Run 1, signal wires on met4:
Scale bar: 50 um.
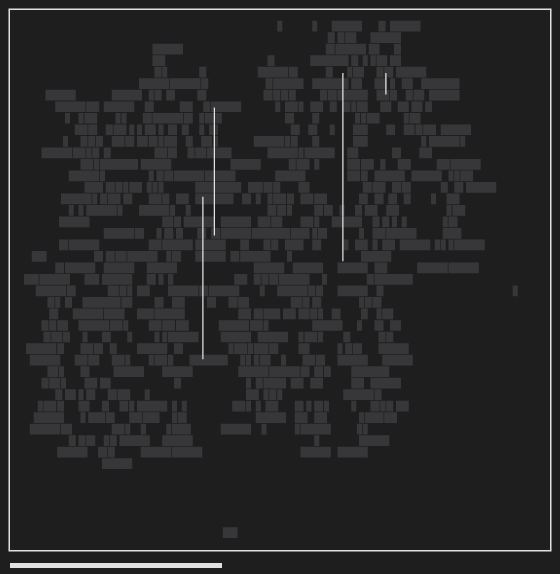
Run 1, clock nets:
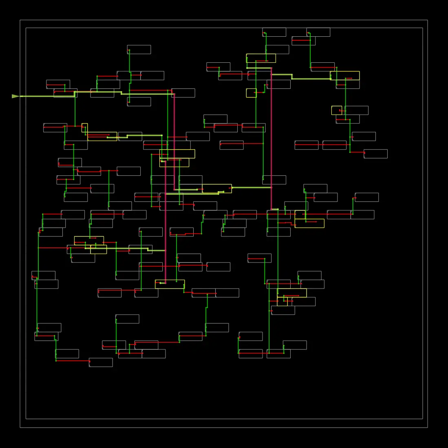
Run 1, signal wires on met2:
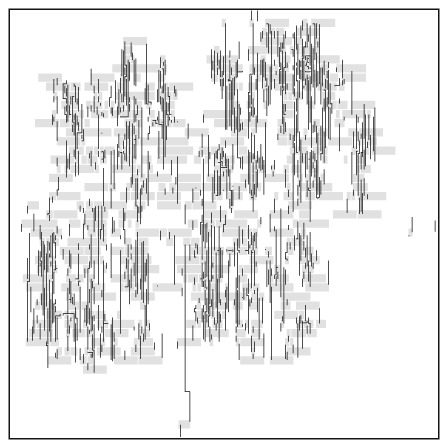
`config.mk`:
```
export PLATFORM = sky130hd
export DESIGN_NAME = sel_stepper_2b_flat
export DESIGN_NICKNAME = d
export VERILOG_FILES = /design/src/rtl/sel_stepper_2b_pkg.sv /design/src/rtl/sel_stepper_2b_if.sv /design/src/rtl/sel_stepper_2b_btn_debounce.sv /design/src/rtl/sel_stepper_2b.sv /design/src/flat_wrapper.sv
export SDC_FILE = /design/constraint.sdc
export NUM_CORES = 1
export LEC_CHECK = 0
export ABC_CLOCK_PERIOD_IN_PS = 2500
export CAP_MARGIN = 20
export CORE_MARGIN = 1.5
export CORE_UTILIZATION = 30
export DETAILED_ROUTE_END_ITERATION = 12
export GPL_TIMING_DRIVEN = 0
export RECOVER_POWER = 100
export SETUP_SLACK_MARGIN = 0.4
export SYNTH_ARGS = -nofsm -noshare
export SYNTH_HDL_FRONTEND = slang
export SYNTH_SLANG_ARGS = --single-unit
```
`constraint.sdc`:
```
create_clock -name clk -period 2.5 [get_ports clk]
set_input_delay 0.375 -clock clk [delete_from_list [all_inputs] [get_ports clk]]
set_output_delay 0.375 -clock clk [all_outputs]
set_load 0.1 [all_outputs]
```
`src/rtl/sel_stepper_2b_pkg.sv`:
```
`default_nettype none
// ============================================================================
//  Module   : sel_stepper_2b_pkg
//  Brief    : Shared types, board defaults and sel arithmetic for the
//             push-button selector stepper.
//  Revision : 1.0 - initial release
// ============================================================================
package sel_stepper_2b_pkg;

  // Operating mode of the stepper; encoding matches the mode_auto output.
  typedef enum logic [0:0] {
    ST_MANUAL = 1'b0,
    ST_AUTO   = 1'b1
  } state_t;

  // Board build values; simulation overrides these with small numbers.
  localparam int c_db_cycles_board = 1_000_000;
  localparam int c_scan_div_board  = 50_000_000;

  // 2-bit wrap-around step: up=1 increments, up=0 decrements.
  function automatic logic [1:0] sel_step(input logic [1:0] cur, input logic up);
    return up ? (cur + 2'd1) : (cur - 2'd1);
  endfunction

endpackage
`default_nettype wire

```
`src/rtl/sel_stepper_2b_if.sv`:
```
`default_nettype none
// ============================================================================
//  Module   : sel_stepper_2b_if
//  Brief    : Button inputs and selector outputs of the stepper, bundled.
//             master = button/board side, slave = stepper.
//  Revision : 1.0 - initial release
// ============================================================================
interface sel_stepper_2b_if;
  logic       btn_up;
  logic       btn_dn;
  logic       btn_mode;
  logic [1:0] sel;
  logic       sel_valid;
  logic       mode_auto;

  modport master (
    output btn_up, btn_dn, btn_mode,
    input  sel, sel_valid, mode_auto
  );

  modport slave (
    input  btn_up, btn_dn, btn_mode,
    output sel, sel_valid, mode_auto
  );
endinterface
`default_nettype wire

```
`src/rtl/sel_stepper_2b_btn_debounce.sv`:
```
`default_nettype none
// ============================================================================
//  Module   : btn_debounce
//  Brief    : 2-FF synchronizer, debounce counter and rising-edge press pulse
//             for one raw asynchronous button.
//  Revision : 1.0 - initial release
// ============================================================================
module btn_debounce #(
  parameter int DB_CYCLES = 20
) (
  input  logic clk,
  input  logic rst_n,
  input  logic btn_raw,
  output logic btn_level,
  output logic btn_press
);

  localparam int                 c_cnt_w    = $clog2(DB_CYCLES + 1);
  localparam logic [c_cnt_w-1:0] c_cnt_last = c_cnt_w'(DB_CYCLES - 1);
  localparam logic [c_cnt_w-1:0] c_cnt_one  = c_cnt_w'(1);

  logic               r_sync1;
  logic               r_sync2;
  logic [c_cnt_w-1:0] r_cnt;
  logic               r_level;
  logic               r_level_d;
  logic               r_press;

  // Bring the asynchronous button into the clk domain.
  always_ff @(posedge clk) begin
    if (!rst_n) begin
      r_sync1 <= 1'b0;
      r_sync2 <= 1'b0;
    end else begin
      r_sync1 <= btn_raw;
      r_sync2 <= r_sync1;
    end
  end

  // Accept a new level only after DB_CYCLES consecutive differing samples.
  always_ff @(posedge clk) begin
    if (!rst_n) begin
      r_cnt   <= '0;
      r_level <= 1'b0;
    end else if (r_sync2 == r_level) begin
      r_cnt <= '0;
    end else if (r_cnt == c_cnt_last) begin
      r_cnt   <= '0;
      r_level <= r_sync2;
    end else begin
      r_cnt <= r_cnt + c_cnt_one;
    end
  end

  // Registered one-cycle pulse on a rising debounced level; falls are ignored.
  always_ff @(posedge clk) begin
    if (!rst_n) begin
      r_level_d <= 1'b0;
      r_press   <= 1'b0;
    end else begin
      r_level_d <= r_level;
      r_press   <= r_level & ~r_level_d;
    end
  end

  assign btn_level = r_level;
  assign btn_press = r_press;

endmodule
`default_nettype wire

```
`src/rtl/sel_stepper_2b.sv`:
```
`default_nettype none
// ============================================================================
//  Module   : sel_stepper_2b
//  Brief    : Debounced up/down/mode buttons drive a 2-bit selector code,
//             stepped manually or automatically every SCAN_DIV clocks.
//  Revision : 1.0 - initial release
// ============================================================================
module sel_stepper_2b
  import sel_stepper_2b_pkg::*;
#(
  parameter int DB_CYCLES = c_db_cycles_board,
  parameter int SCAN_DIV  = c_scan_div_board
) (
  input  logic                   clk,
  input  logic                   rst_n,
  sel_stepper_2b_if.slave        bus
);

  localparam int                 c_psc_w    = $clog2(SCAN_DIV);
  localparam logic [c_psc_w-1:0] c_psc_last = c_psc_w'(SCAN_DIV - 1);
  localparam logic [c_psc_w-1:0] c_psc_one  = c_psc_w'(1);

  // Button order in the vectors: [0]=up, [1]=dn, [2]=mode.
  logic [2:0] w_raw;
  logic [2:0] w_press;
  logic [2:0] w_unused_levels;  // debounced levels are not needed at this level

  assign w_raw = {bus.btn_mode, bus.btn_dn, bus.btn_up};

  for (genvar i = 0; i < 3; i++) begin : g_btn
    btn_debounce #(
      .DB_CYCLES (DB_CYCLES)
    ) u_db (
      .clk       (clk),
      .rst_n     (rst_n),
      .btn_raw   (w_raw[i]),
      .btn_level (w_unused_levels[i]),
      .btn_press (w_press[i])
    );
  end

  state_t             r_state;
  state_t             w_state_next;
  logic [c_psc_w-1:0] r_psc;
  logic [c_psc_w-1:0] w_psc_next;
  logic [1:0]         r_sel;
  logic [1:0]         w_sel_next;
  logic               r_sel_valid;
  logic               w_step;

  // Next state, prescaler and sel; a mode press always wins over stepping.
  always_comb begin
    w_state_next = r_state;
    w_psc_next   = r_psc;
    w_sel_next   = r_sel;
    w_step       = 1'b0;
    case (r_state)
      ST_MANUAL: begin
        w_psc_next = '0;
        if (w_press[2]) begin
          w_state_next = ST_AUTO;
        end else if (w_press[0] ^ w_press[1]) begin
          w_step     = 1'b1;
          w_sel_next = sel_step(r_sel, w_press[0]);
        end
      end
      ST_AUTO: begin
        if (w_press[2]) begin
          w_state_next = ST_MANUAL;
          w_psc_next   = '0;
        end else if (r_psc == c_psc_last) begin
          w_psc_next = '0;
          w_step     = 1'b1;
          w_sel_next = sel_step(r_sel, 1'b1);
        end else begin
          w_psc_next = r_psc + c_psc_one;
        end
      end
      default: begin
        w_state_next = ST_MANUAL;
        w_psc_next   = '0;
      end
    endcase
  end

  // State, prescaler and selector registers; sel_valid marks each sel change.
  always_ff @(posedge clk) begin
    if (!rst_n) begin
      r_state     <= ST_MANUAL;
      r_psc       <= '0;
      r_sel       <= 2'b00;
      r_sel_valid <= 1'b0;
    end else begin
      r_state     <= w_state_next;
      r_psc       <= w_psc_next;
      r_sel       <= w_sel_next;
      r_sel_valid <= w_step;
    end
  end

  assign bus.sel       = r_sel;
  assign bus.sel_valid = r_sel_valid;
  assign bus.mode_auto = (r_state == ST_AUTO);

endmodule
`default_nettype wire

```
`src/flat_wrapper.sv`:
```
// flat-port wrapper written by rule: the top's interface ports become plain ports
module sel_stepper_2b_flat import sel_stepper_2b_pkg::*;
#(
  parameter int DB_CYCLES = c_db_cycles_board,
  parameter int SCAN_DIV  = c_scan_div_board
)
  (clk, rst_n, bus_btn_up, bus_btn_dn, bus_btn_mode, bus_sel, bus_sel_valid, bus_mode_auto);
  sel_stepper_2b_if bus_i ();
  input  logic clk;
  input  logic rst_n;
  input wire logic [$bits(bus_i.btn_up)-1:0] bus_btn_up;
  input wire logic [$bits(bus_i.btn_dn)-1:0] bus_btn_dn;
  input wire logic [$bits(bus_i.btn_mode)-1:0] bus_btn_mode;
  output wire logic [$bits(bus_i.sel)-1:0] bus_sel;
  output wire logic [$bits(bus_i.sel_valid)-1:0] bus_sel_valid;
  output wire logic [$bits(bus_i.mode_auto)-1:0] bus_mode_auto;
  assign bus_i.btn_up = bus_btn_up;
  assign bus_i.btn_dn = bus_btn_dn;
  assign bus_i.btn_mode = bus_btn_mode;
  assign bus_sel = bus_i.sel;
  assign bus_sel_valid = bus_i.sel_valid;
  assign bus_mode_auto = bus_i.mode_auto;
  sel_stepper_2b #(.DB_CYCLES(DB_CYCLES), .SCAN_DIV(SCAN_DIV)) u_core (.clk(clk), .rst_n(rst_n), .bus(bus_i));
endmodule
```
==> run notes, run 1 <==
This note records the results obtained with Yosys and OpenROAD.

Yosys
The number of enable-type register cells in the synthesized netlist is 0. In the synthesized netlist, mux cells make up 0.2150% of the area. In the post-synthesis netlist, the biggest area contributors are sky130_fd_sc_hd__dfxtp_1 (45%), sky130_fd_sc_hd__xor2_1 (5.8%), sky130_fd_sc_hd__nor2_1 (4.8%), sky130_fd_sc_hd__xnor2_1 (3.8%), sky130_fd_sc_hd__a21oi_1 (3.7%). The cell area that synthesis handed to floorplanning was 0.004656 mm2.

After synthesis, the largest area contributor takes up 45.15% of total cell area. Of the total synthesized cell area, the portion taken by XOR and XNOR cells is under 10%. The number of distinct library cell variants in the gate-level netlist after synthesis is 43.

For reference, full adder, half adder and majority cells occupy ~1.6% of the area reported after synthesis. The number of nets handed over by synthesis was between 500 and 600. The area fraction in compound gates is 9.917%.

The share of the yosys chip area belonging to registers is 45.15%. For reference, the top cells by count after synthesis are sky130_fd_sc_hd__dfxtp_1 (105), sky130_fd_sc_hd__nor2_1 (60), sky130_fd_sc_hd__a21oi_1 (34).

Route
The detailed-route via count is about 3800. The pre-antenna-repair detailed-routing pass consisted of 4 iterations. The total DRC errors in the routed layout is 0. The number of DRC markers in iteration 0 is about 170. The wire length reported by the detailed router is ~9.1 mm. The average wire length per cell after detail routing is 12.21 um.

Timing
Pins over their slew limit in the final report were tallied at 0. The final number of hold-violating endpoints is 0. The routed design could run at a clock period as short as roughly 2.2 ns.

Clocking
After clock tree synthesis, the flow added hold-fix buffers numbering 0. The clock tree synthesis step divided the H-tree into 3 levels. The maximum buffer depth of the clock tree is 2. The timing report gives the clock slew at the launch and capture registers of the worst setup and hold paths as about 0.08 ns.

After clock tree synthesis, the repair step resized 7 gates. The total CTS buffers is 9. The insertion delay at the late pin of the worst-skew pair is 0.35 ns.

Finish
In the final layout, the registers with the most flip-flops are u_core.g_btn.u_db.r_cnt x60, u_core.r_psc x26. The area of the multi-input gates is 0.002414 mm2. The non-clock buffer count in the final layout is 31. The finished layout holds between 700 and 800 standard cells, fillers aside. The number of nets in the final layout is ~560.

The fraction of standard cell area that is sequential is about two fifths. The area occupied by registers is 0.002102 mm2. The number of logic inverters in the finished layout is 14. The post-route utilization of the core is recorded as 34.68%. Counting flops per register, the top entry is u_core.g_btn.u_db.r_cnt.

The post-layout instance area is roughly 0.0053 mm2.

Critical path
The largest fanout of any net on the critical path is 4. The end point of the critical path is u_core.g_btn[2].u_db.r_cnt[14]. The start point of the critical path is u_core.g_btn[2].u_db.r_cnt[13]. The arrival time at the worst endpoint is roughly 2.4 ns. The endpoint identified for the worst register-to-register timing path is u_core.g_btn[2].u_db.r_cnt[14].

The OpenROAD report gives the critical path a required time of 2.74 ns.

Place
The HPWL after detailed placement is 6.401 mm. Per the gpl log, the routability congestion estimate is 0.8050. The placed instance area is just under 0.005 mm2.

Status
The flow ran to the end, and the final reports show no timing, DRC or antenna violations.

Job
The logs give a warning total of 28.

Pwr
The power per cell area is 600.8 mW/mm2. The worst IR drop on VDD is 362.7 uV. Combinational cells consume a total of 32.0 uW. Cell internal power was estimated by the tool at 2507 uW.

Floorplan
Per the OpenROAD floorplan log, the area of the die is 0.01628 mm2. The number of rows created at floorplan is 45.

Global route
The remaining global-route overflow is 0.
## Picture notes: 'signal wires on met4'
main direction	vertical
longest straight run	44.2 um
share of all routed wire	1.3%
nets with wire on the layer	3
wire length on this layer	117 um

## Picture notes: 'clock nets'
sequential cell count: 105
sink count of the clock tree: 105
number of clock buffers in the layout: 10

## Picture notes: 'signal wires on met2'
wire length on this layer	4370 um
main direction	vertical
share of all routed wire	48%
nets with wire on the layer	477
longest straight run	43.8 um

[run 1: layout by cell type (no fill, tap or decap), types with 9 or more instances in the layout]
master	count
sky130_fd_sc_hd__nand4_1	20
sky130_fd_sc_hd__clkbuf_16	9
sky130_fd_sc_hd__nor2_1	60
sky130_fd_sc_hd__and4_1	12
sky130_fd_sc_hd__o21ai_0	20
sky130_fd_sc_hd__or4_1	17
sky130_fd_sc_hd__xor2_1	31
sky130_fd_sc_hd__inv_1	14
sky130_fd_sc_hd__xnor2_1	20
sky130_fd_sc_hd__nor4_1	9
sky130_fd_sc_hd__o31ai_1	13
sky130_fd_sc_hd__dfxtp_1	105
sky130_fd_sc_hd__nand3_1	28
sky130_fd_sc_hd__and3_1	13
sky130_fd_sc_hd__or3_1	20
sky130_fd_sc_hd__a21oi_1	34
sky130_fd_sc_hd__nand2_1	30
sky130_fd_sc_hd__nor3_1	9
sky130_fd_sc_hd__clkbuf_1	24
[run 1: critical path: stages (launching register included)]
cell	delay, ns
sky130_fd_sc_hd__dfxtp_1	0.35
sky130_fd_sc_hd__or4_1	0.52
sky130_fd_sc_hd__or4_1	0.58
sky130_fd_sc_hd__o211ai_1	0.38
sky130_fd_sc_hd__clkbuf_1	0.19
sky130_fd_sc_hd__a21oi_1	0.05
[run 1: cell families after synthesis]
family,after synthesis
buf+inv,32
compound gates,77
xor+xnor,51
simple gates,256
fa+ha+maj,6
mux,1
flops,105
[run 1: layer usage]
| metal | share of wire, % | GRT usage (%) | vias up |
|---|---|---|---|
| met1 | 48 | 14.41 | 1795 |
| li1 | - | - | 1956 |
| met3 | 2.5 | 3.266 | 12 |
| met2 | 48 | 20.13 | 34 |
| met5 | 0 | 0 | - |
| met4 | 1.3 | 5.155 | 0 |
Run 1, drive-strength map:
Scale bar: 50 um.
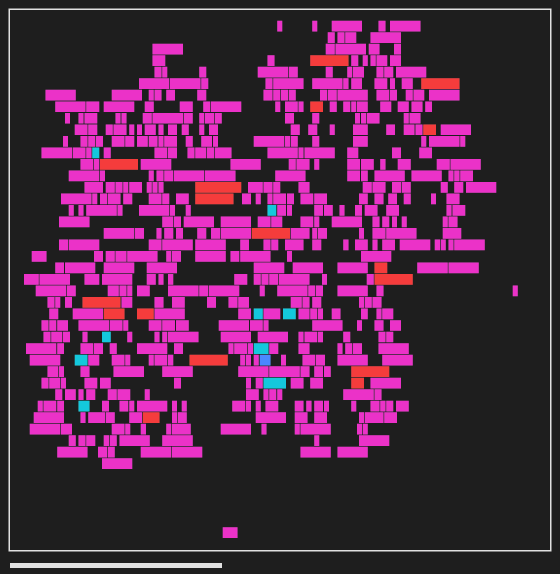

--- run 2 (diff from run 1) ---
Settings changed: GPL_TIMING_DRIVEN 0 to default.
Run 2, drive-strength map:
Scale bar: 50 um.
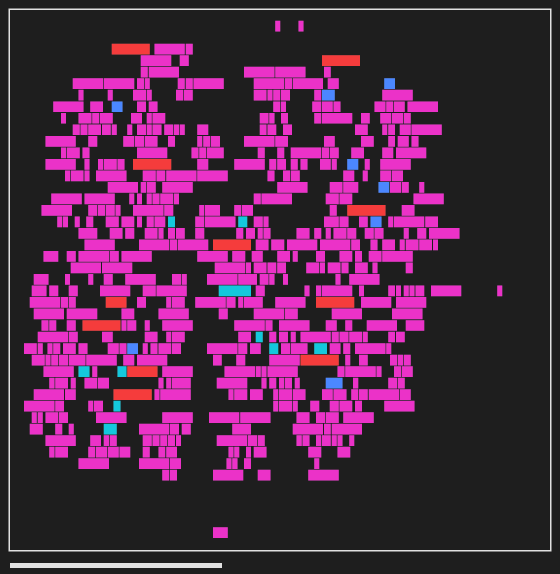
color	size	cells
cyan	x2	10
red	x6 and larger	11
blue	x3 and x4	8
magenta	x1 and smaller	514

Run 2, clock nets:
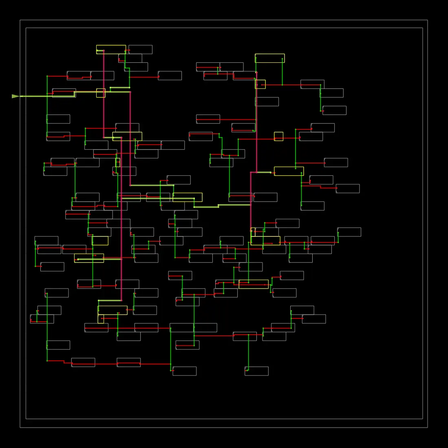
CTS buffer count: 9
worst setup skew after layout: 0.007256 ns
clock group power: 1320 uW
Insertion Delay late pin: 0.35 ns

==> run 2 against run 1 <==
  * Synthesized cell count did not move
  * Global-route usage barely moved
  * Cell count shrank 1.9%
  * Die size did not move
  * Flip-flop count unchanged
  * Clock skew down 0.0037 ns
==> run notes, run 2 <==
This note records the results obtained with Yosys and OpenROAD.

Route
The met1 routed wirelength after detailed routing was 4.376 mm (-0.16%). The routed length on met3 was 226 um (-1.7%). The sum of met2 wire segment lengths after detailed routing is 4.386 mm (+0.41%). The number of DRC markers in iteration 0 was 140 (-17%). After detailed routing, no signal wire sits above met4.

Status
The run finished with clean final reports.

Global route
The global routing's busiest layer is met2. The remaining global-route overflow came to 0 (unchanged). The met3 global-route usage came to 2.387% (-0.88 points).

Finish
The core occupancy in the finished layout was 34.18% (-0.50 points). The post-layout instance count excluding filler cells came to 731 (-1.9%). The area of the multi-input gates was 0.002407 mm2 (-0.26%).

The library cells used most frequently in the layout, excluding fill and tap cells, are sky130_fd_sc_hd__dfxtp_1 (104), sky130_fd_sc_hd__nor2_1 (60), sky130_fd_sc_hd__a21oi_1 (34). The number of nets in the final layout is 549 (-2.5%). The post-layout instance area is 0.005196 mm2 (-1.4%).

The register with the most flip-flops in the final layout is u_core.g_btn.u_db.r_cnt.

Yosys
The share of Yosys cell area claimed by the top area cell type is 45.15% (unchanged). The combined area of all synthesized cells is 0.004656 mm2 (unchanged). The number of enable-type register cells in the synthesized netlist came to 0 (unchanged). The share of the yosys chip area belonging to registers is 45.15% (unchanged). After synthesis, the most frequently instantiated cells are sky130_fd_sc_hd__dfxtp_1 (105), sky130_fd_sc_hd__nor2_1 (60), sky130_fd_sc_hd__a21oi_1 (34). The number of distinct library cell variants in the gate-level netlist after synthesis is 43 (unchanged). For reference, the top cells by area after synthesis are sky130_fd_sc_hd__dfxtp_1 (45%), sky130_fd_sc_hd__xor2_1 (5.8%), sky130_fd_sc_hd__nor2_1 (4.8%), sky130_fd_sc_hd__xnor2_1 (3.8%), sky130_fd_sc_hd__a21oi_1 (3.7%). The floorplan net count is 539 (unchanged).

Clocking
The maximum level of the CTS H-tree came to 3 (unchanged). The quantity of hold-fixing buffers added after cts is 0 (unchanged). The clock-pin slew of the registers on the worst-case setup and hold paths is 0.07 ns (about the same).

The maximum buffer depth of the clock tree came to 2 (unchanged). The total number of clock tree sinks is 105 (unchanged).

Pwr
In this run, power in combinational logic comes to approximately 31 uW. The worst IR drop on VDD is 353.1 uV (-2.7%). The power per cell area is 583.6 mW/mm2 (-2.9%). The internal power is 2394 uW (-4.5%).

Critical path
The arrival time at the worst endpoint was 2.38 ns (-0.05 ns). The cell sequence reported for the critical path is or4_1, or4_1, o211ai_1, buf_4, nor2_1. Looking at the critical path, the single cell with the biggest stage delay is sky130_fd_sc_hd__or4_1. The data required time at the worst endpoint is 2.74 ns (about the same). The stage delay of the slowest cell on the critical path came to 0.57 ns (about the same).

Place
The HPWL after detailed placement was 6.320 mm (-1.3%). The placed instance area is 0.004923 mm2 (-0.98%).

Floorplan
The chip area is 0.01628 mm2 (unchanged). The number of rows created at floorplan came to 45 (unchanged).

Timing
The minimum clock period after layout is 2.142 ns (-0.04637 ns). The count of pins over their slew limit is 0 (unchanged).

Job
The warning total across the stage logs is 27 (-3.6%).
Run 2, signal wires by layer:
Two of the layers only.
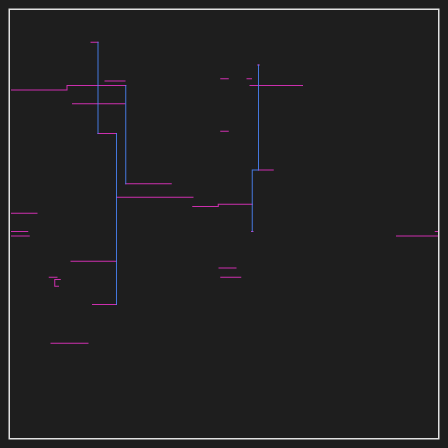
color	layer	wire length
blue	M4	159 um
magenta	M3	226 um
total detailed-routing wirelength: 9.148 mm
Total GRT Usage: 11.99%
total via count in the routed design: 3768
routed wire length per instance: 12.51 um

run 2: cell count changes in the layout (fill, tap and decap cells not counted), sizes merged:
cell      before  now
clkbuf        34   20
inv           18   14
buf            3    5
clkinvlp       0    2
bufinv         1    0
clkinv         1    2
run 2: timing repair:
| item | in CTS | in global routing |
|---|---|---|
| buffers inserted | 4 | 0 |
| endpoints found under the setup margin | 21 | 1 |
| gates resized | 1 | 1 |
| pin swaps | 2 | 0 |
run 2: cell families after synthesis:
| family | share of synthesized area [%] |
|---|---|
| simple gates | 30.74 |
| compound gates | 9.917 |
| mux | 0.2150 |
| fa+ha+maj | 1.612 |
| buf+inv | 2.768 |
| xor+xnor | 9.594 |
| flops | 45.15 |
run 2: cell type report:
class / count / share of cell area, %
repair buffers: 17 / 2.360
well taps: 188 / 4.527
flip-flops and latches: 105 / 40.48
clock inverters: 4 / 0.5538
inverters: 14 / 1.011
clock buffers: 12 / 4.744
multi-input cells: 391 / 46.33
run 2: path summary, 6_finish.rpt:
path                                   from                             end  slack [ns]  cells after the start
max reg2reg  u_core.g_btn[2].u_db.r_cnt[13]   u_core.g_btn[2].u_db.r_cnt[3]        0.36                      5
max          u_core.g_btn[2].u_db.r_cnt[13]   u_core.g_btn[2].u_db.r_cnt[3]        0.36                      5
min reg2reg  u_core.g_btn[1].u_db.r_level_d  u_core.g_btn[1].u_db.btn_press        0.38                      1
min          u_core.g_btn[1].u_db.r_level_d  u_core.g_btn[1].u_db.btn_press        0.38                      1
run 2: worst max-delay path, delay by kind of cell (launching register included):
kind                   cells  cell delay, ns
AND-OR/OR-AND              1            0.35
AND/OR/NAND/NOR            3            1.14
buffers and inverters      1            0.21
flip-flops                 1            0.34
--- run 3 (diff from run 2) ---
Settings changed: CAP_MARGIN 20 to default.
Run 3, clock nets:
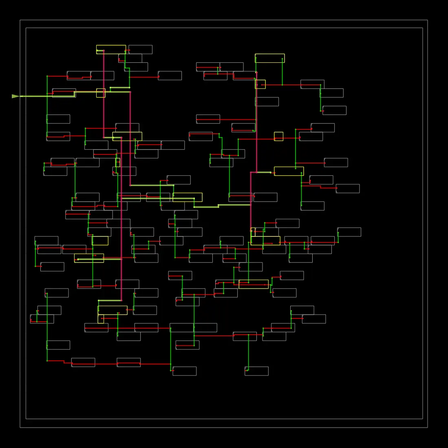
number of clock buffers in the layout: 12

Run 3, signal wires on met4:
Scale bar: 50 um.
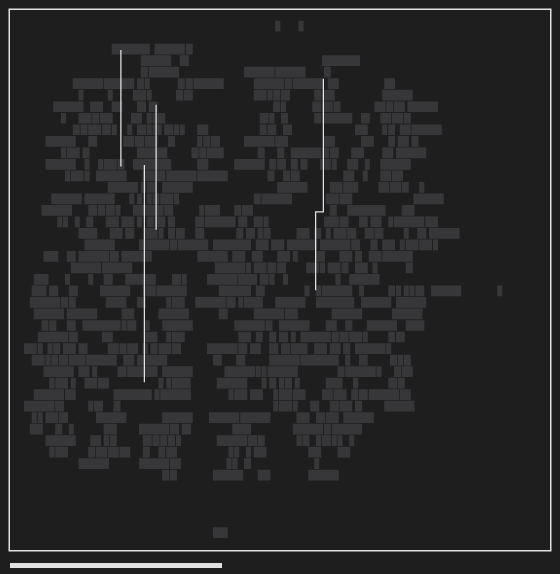

==> run 3 against run 2 <==
  * Global-route usage stayed put
  * Final area did not move
  * Clock skew did not move
  * Flip-flop count unchanged
  * Via count unchanged
  * Area after synthesis unchanged
  * Critical path type unchanged
==> run notes, run 3 <==
This note records the results obtained with Yosys and OpenROAD.

Timing
The minimum clock period after layout is 2.142 ns (unchanged). The maximum clock skew at final layout is 0.007256 ns (unchanged). The maximum clock rate is 466.9 MHz. The count of pins over their slew limit is 0 (unchanged).

Finish
Leaving out fill and tap cells, the most frequent cells in the layout are sky130_fd_sc_hd__dfxtp_1 (104), sky130_fd_sc_hd__nor2_1 (60), sky130_fd_sc_hd__a21oi_1 (34). The post-layout instance area was 0.005196 mm2 (unchanged). The area of the multi-input gates was 0.002407 mm2 (unchanged). The core occupancy in the finished layout is 34.18% (unchanged). The area occupied by registers is 0.002103 mm2. The number of nets in the final layout was 549 (unchanged). The post-layout instance count excluding filler cells is 731 (unchanged). The register with the most flip-flops in the layout has ~60 of them. Ranked by flip-flop count, first place goes to u_core.g_btn.u_db.r_cnt.

Clocking
The total number of clock tree sinks is 105 (unchanged). The maximum buffer depth of the clock tree was 2 (unchanged). The total CTS buffers is 9 (unchanged). The clock-pin slew of the registers on the worst-case setup and hold paths is 0.07 ns (about the same).

The maximum level of the CTS H-tree is 3 (unchanged). The post-cts sizing count is 1 (unchanged). The quantity of hold-fixing buffers added after cts is 0 (unchanged).

The insertion delay at the late pin of the worst-skew pair is 0.35 ns (about the same). The total setup buffers inserted after CTS is 4 (unchanged).

Place
The placed instance area is 0.004923 mm2 (unchanged). The HPWL after detailed placement came to 6.320 mm (unchanged).

Critical path
The kind of critical path is reg2reg. The arrival time at the worst endpoint came to 2.38 ns (about the same). The data required time at the worst endpoint is 2.74 ns (about the same). The minimum setup slack among reg-to-reg paths was 0.36 ns (about the same). The critical path endpoint category is a register.

Floorplan
The chip area is 0.01628 mm2 (unchanged). The effective utilization at floorplan is 30.63%. The y dimension of the die is 127.6 um. The number of rows created at floorplan was 45 (unchanged).

Yosys
The area fraction in compound gates was 9.917% (unchanged). The xor/xnor share of the synthesized area is 9.594% (unchanged). The share of the yosys chip area belonging to registers was 45.15% (unchanged).

The dominant combinational cell family by area after synthesis is simple AND/OR/NAND/NOR gates. In the Yosys report the total cell count is 528. The main area contributors are sky130_fd_sc_hd__dfxtp_1 (45%), sky130_fd_sc_hd__xor2_1 (5.8%), sky130_fd_sc_hd__nor2_1 (4.8%), sky130_fd_sc_hd__xnor2_1 (3.8%), sky130_fd_sc_hd__a21oi_1 (3.7%). The multiplexer share of the synthesized area is 0.2150% (unchanged).

The area share of fa/ha/maj cells after synthesis is 1.612% (unchanged). The number of distinct library cell variants in the gate-level netlist after synthesis is 43 (unchanged). The combined area of all synthesized cells came to 0.004656 mm2 (unchanged). The number of enable-type register cells in the synthesized netlist is 0 (unchanged). The floorplan net count is 539 (unchanged). Yosys reports that the most numerous cell types are sky130_fd_sc_hd__dfxtp_1 (105), sky130_fd_sc_hd__nor2_1 (60), sky130_fd_sc_hd__a21oi_1 (34). Yosys printed 0 warnings. The share of Yosys cell area claimed by the top area cell type is 45.15% (unchanged). The simple-gate share of the synthesized area was 30.74% (unchanged).

Pwr
The final power report lists total power as 3033 uW. The power per cell area is 583.6 mW/mm2 (unchanged). The fraction of power consumed by combinational cells is 1.0%. The internal power is 2394 uW (unchanged).

Of the total power, the share spent switching nets is 21.05%. The worst IR drop on VDD came to 353.1 uV (unchanged).

Global route
The remaining global-route overflow is 0 (unchanged). The overall routing resource usage is 11.99% (unchanged). The number of antenna violations at the first check in global routing is 0.

Route
The detailed-route via count is 3768 (unchanged). The average wire length per cell after detail routing came to 12.51 um (unchanged). The number of DRC markers in iteration 0 is 140 (unchanged). The wire length reported by the detailed router was 9.148 mm (unchanged).

Worst hold path
Note that the worst hold path type here is reg2reg.

Status
The run finished with clean final reports.

Job
The warning total across the stage logs came to 27 (unchanged).
Run 3, signal wires by layer:
Two of the layers only.
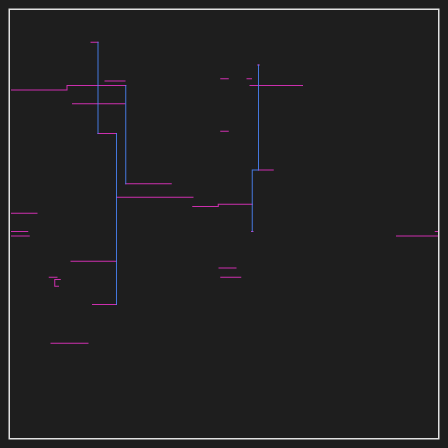
color	layer	wire length
magenta	M3	226 um
blue	M4	159 um

==> run 3: critical path, stage by stage, from the launching register on <==
cell,delay (ns)
sky130_fd_sc_hd__dfxtp_1,0.34
sky130_fd_sc_hd__or4_1,0.52
sky130_fd_sc_hd__or4_1,0.57
sky130_fd_sc_hd__o211ai_1,0.35
sky130_fd_sc_hd__buf_4,0.21
sky130_fd_sc_hd__nor2_1,0.05
==> run 3: power groups by stage <==
stage	logic, uW	clock network [uW]	registers [uW]
after detailed placement	33.5	0	1720
after CTS	36.0	1360	1680
after global placement	32.7	0	1720
final	31.4	1320	1680
after floorplan	19.0	0	1720
after global routing	36.1	1420	1680
==> run 3: area by class of cell <==
class / count / share of cell area, %
Clock inverter: 4 / 0.5538
Sequential cell: 105 / 40.48
Multi-Input combinational cell: 391 / 46.33
Timing Repair Buffer: 17 / 2.360
Tap cell: 188 / 4.527
Clock buffer: 12 / 4.744
Inverter: 14 / 1.011
==> run 3: final timing paths <==
kind                                   from  depth (start not counted)                        endpoint
max          u_core.g_btn[2].u_db.r_cnt[13]                          5   u_core.g_btn[2].u_db.r_cnt[3]
min          u_core.g_btn[1].u_db.r_level_d                          1  u_core.g_btn[1].u_db.btn_press
max reg2reg  u_core.g_btn[2].u_db.r_cnt[13]                          5   u_core.g_btn[2].u_db.r_cnt[3]
min reg2reg  u_core.g_btn[1].u_db.r_level_d                          1  u_core.g_btn[1].u_db.btn_press
==> run 3: cells by family after synthesis <==
family          after synthesis
simple gates                256
compound gates               77
flops                       105
buf+inv                      32
mux                           1
xor+xnor                     51
fa+ha+maj                     6
==> run 3: routing by layer <==
metal	GRT usage, %	vias up	wire length, um
li1	-	1920	-
met1	14.44	1799	4376
met2	20.38	37	4386
met3	2.387	12	226
met4	6.015	0	158
met5	0	-	0
Power figures rest on the tool's default switching activity, not on a simulated workload.
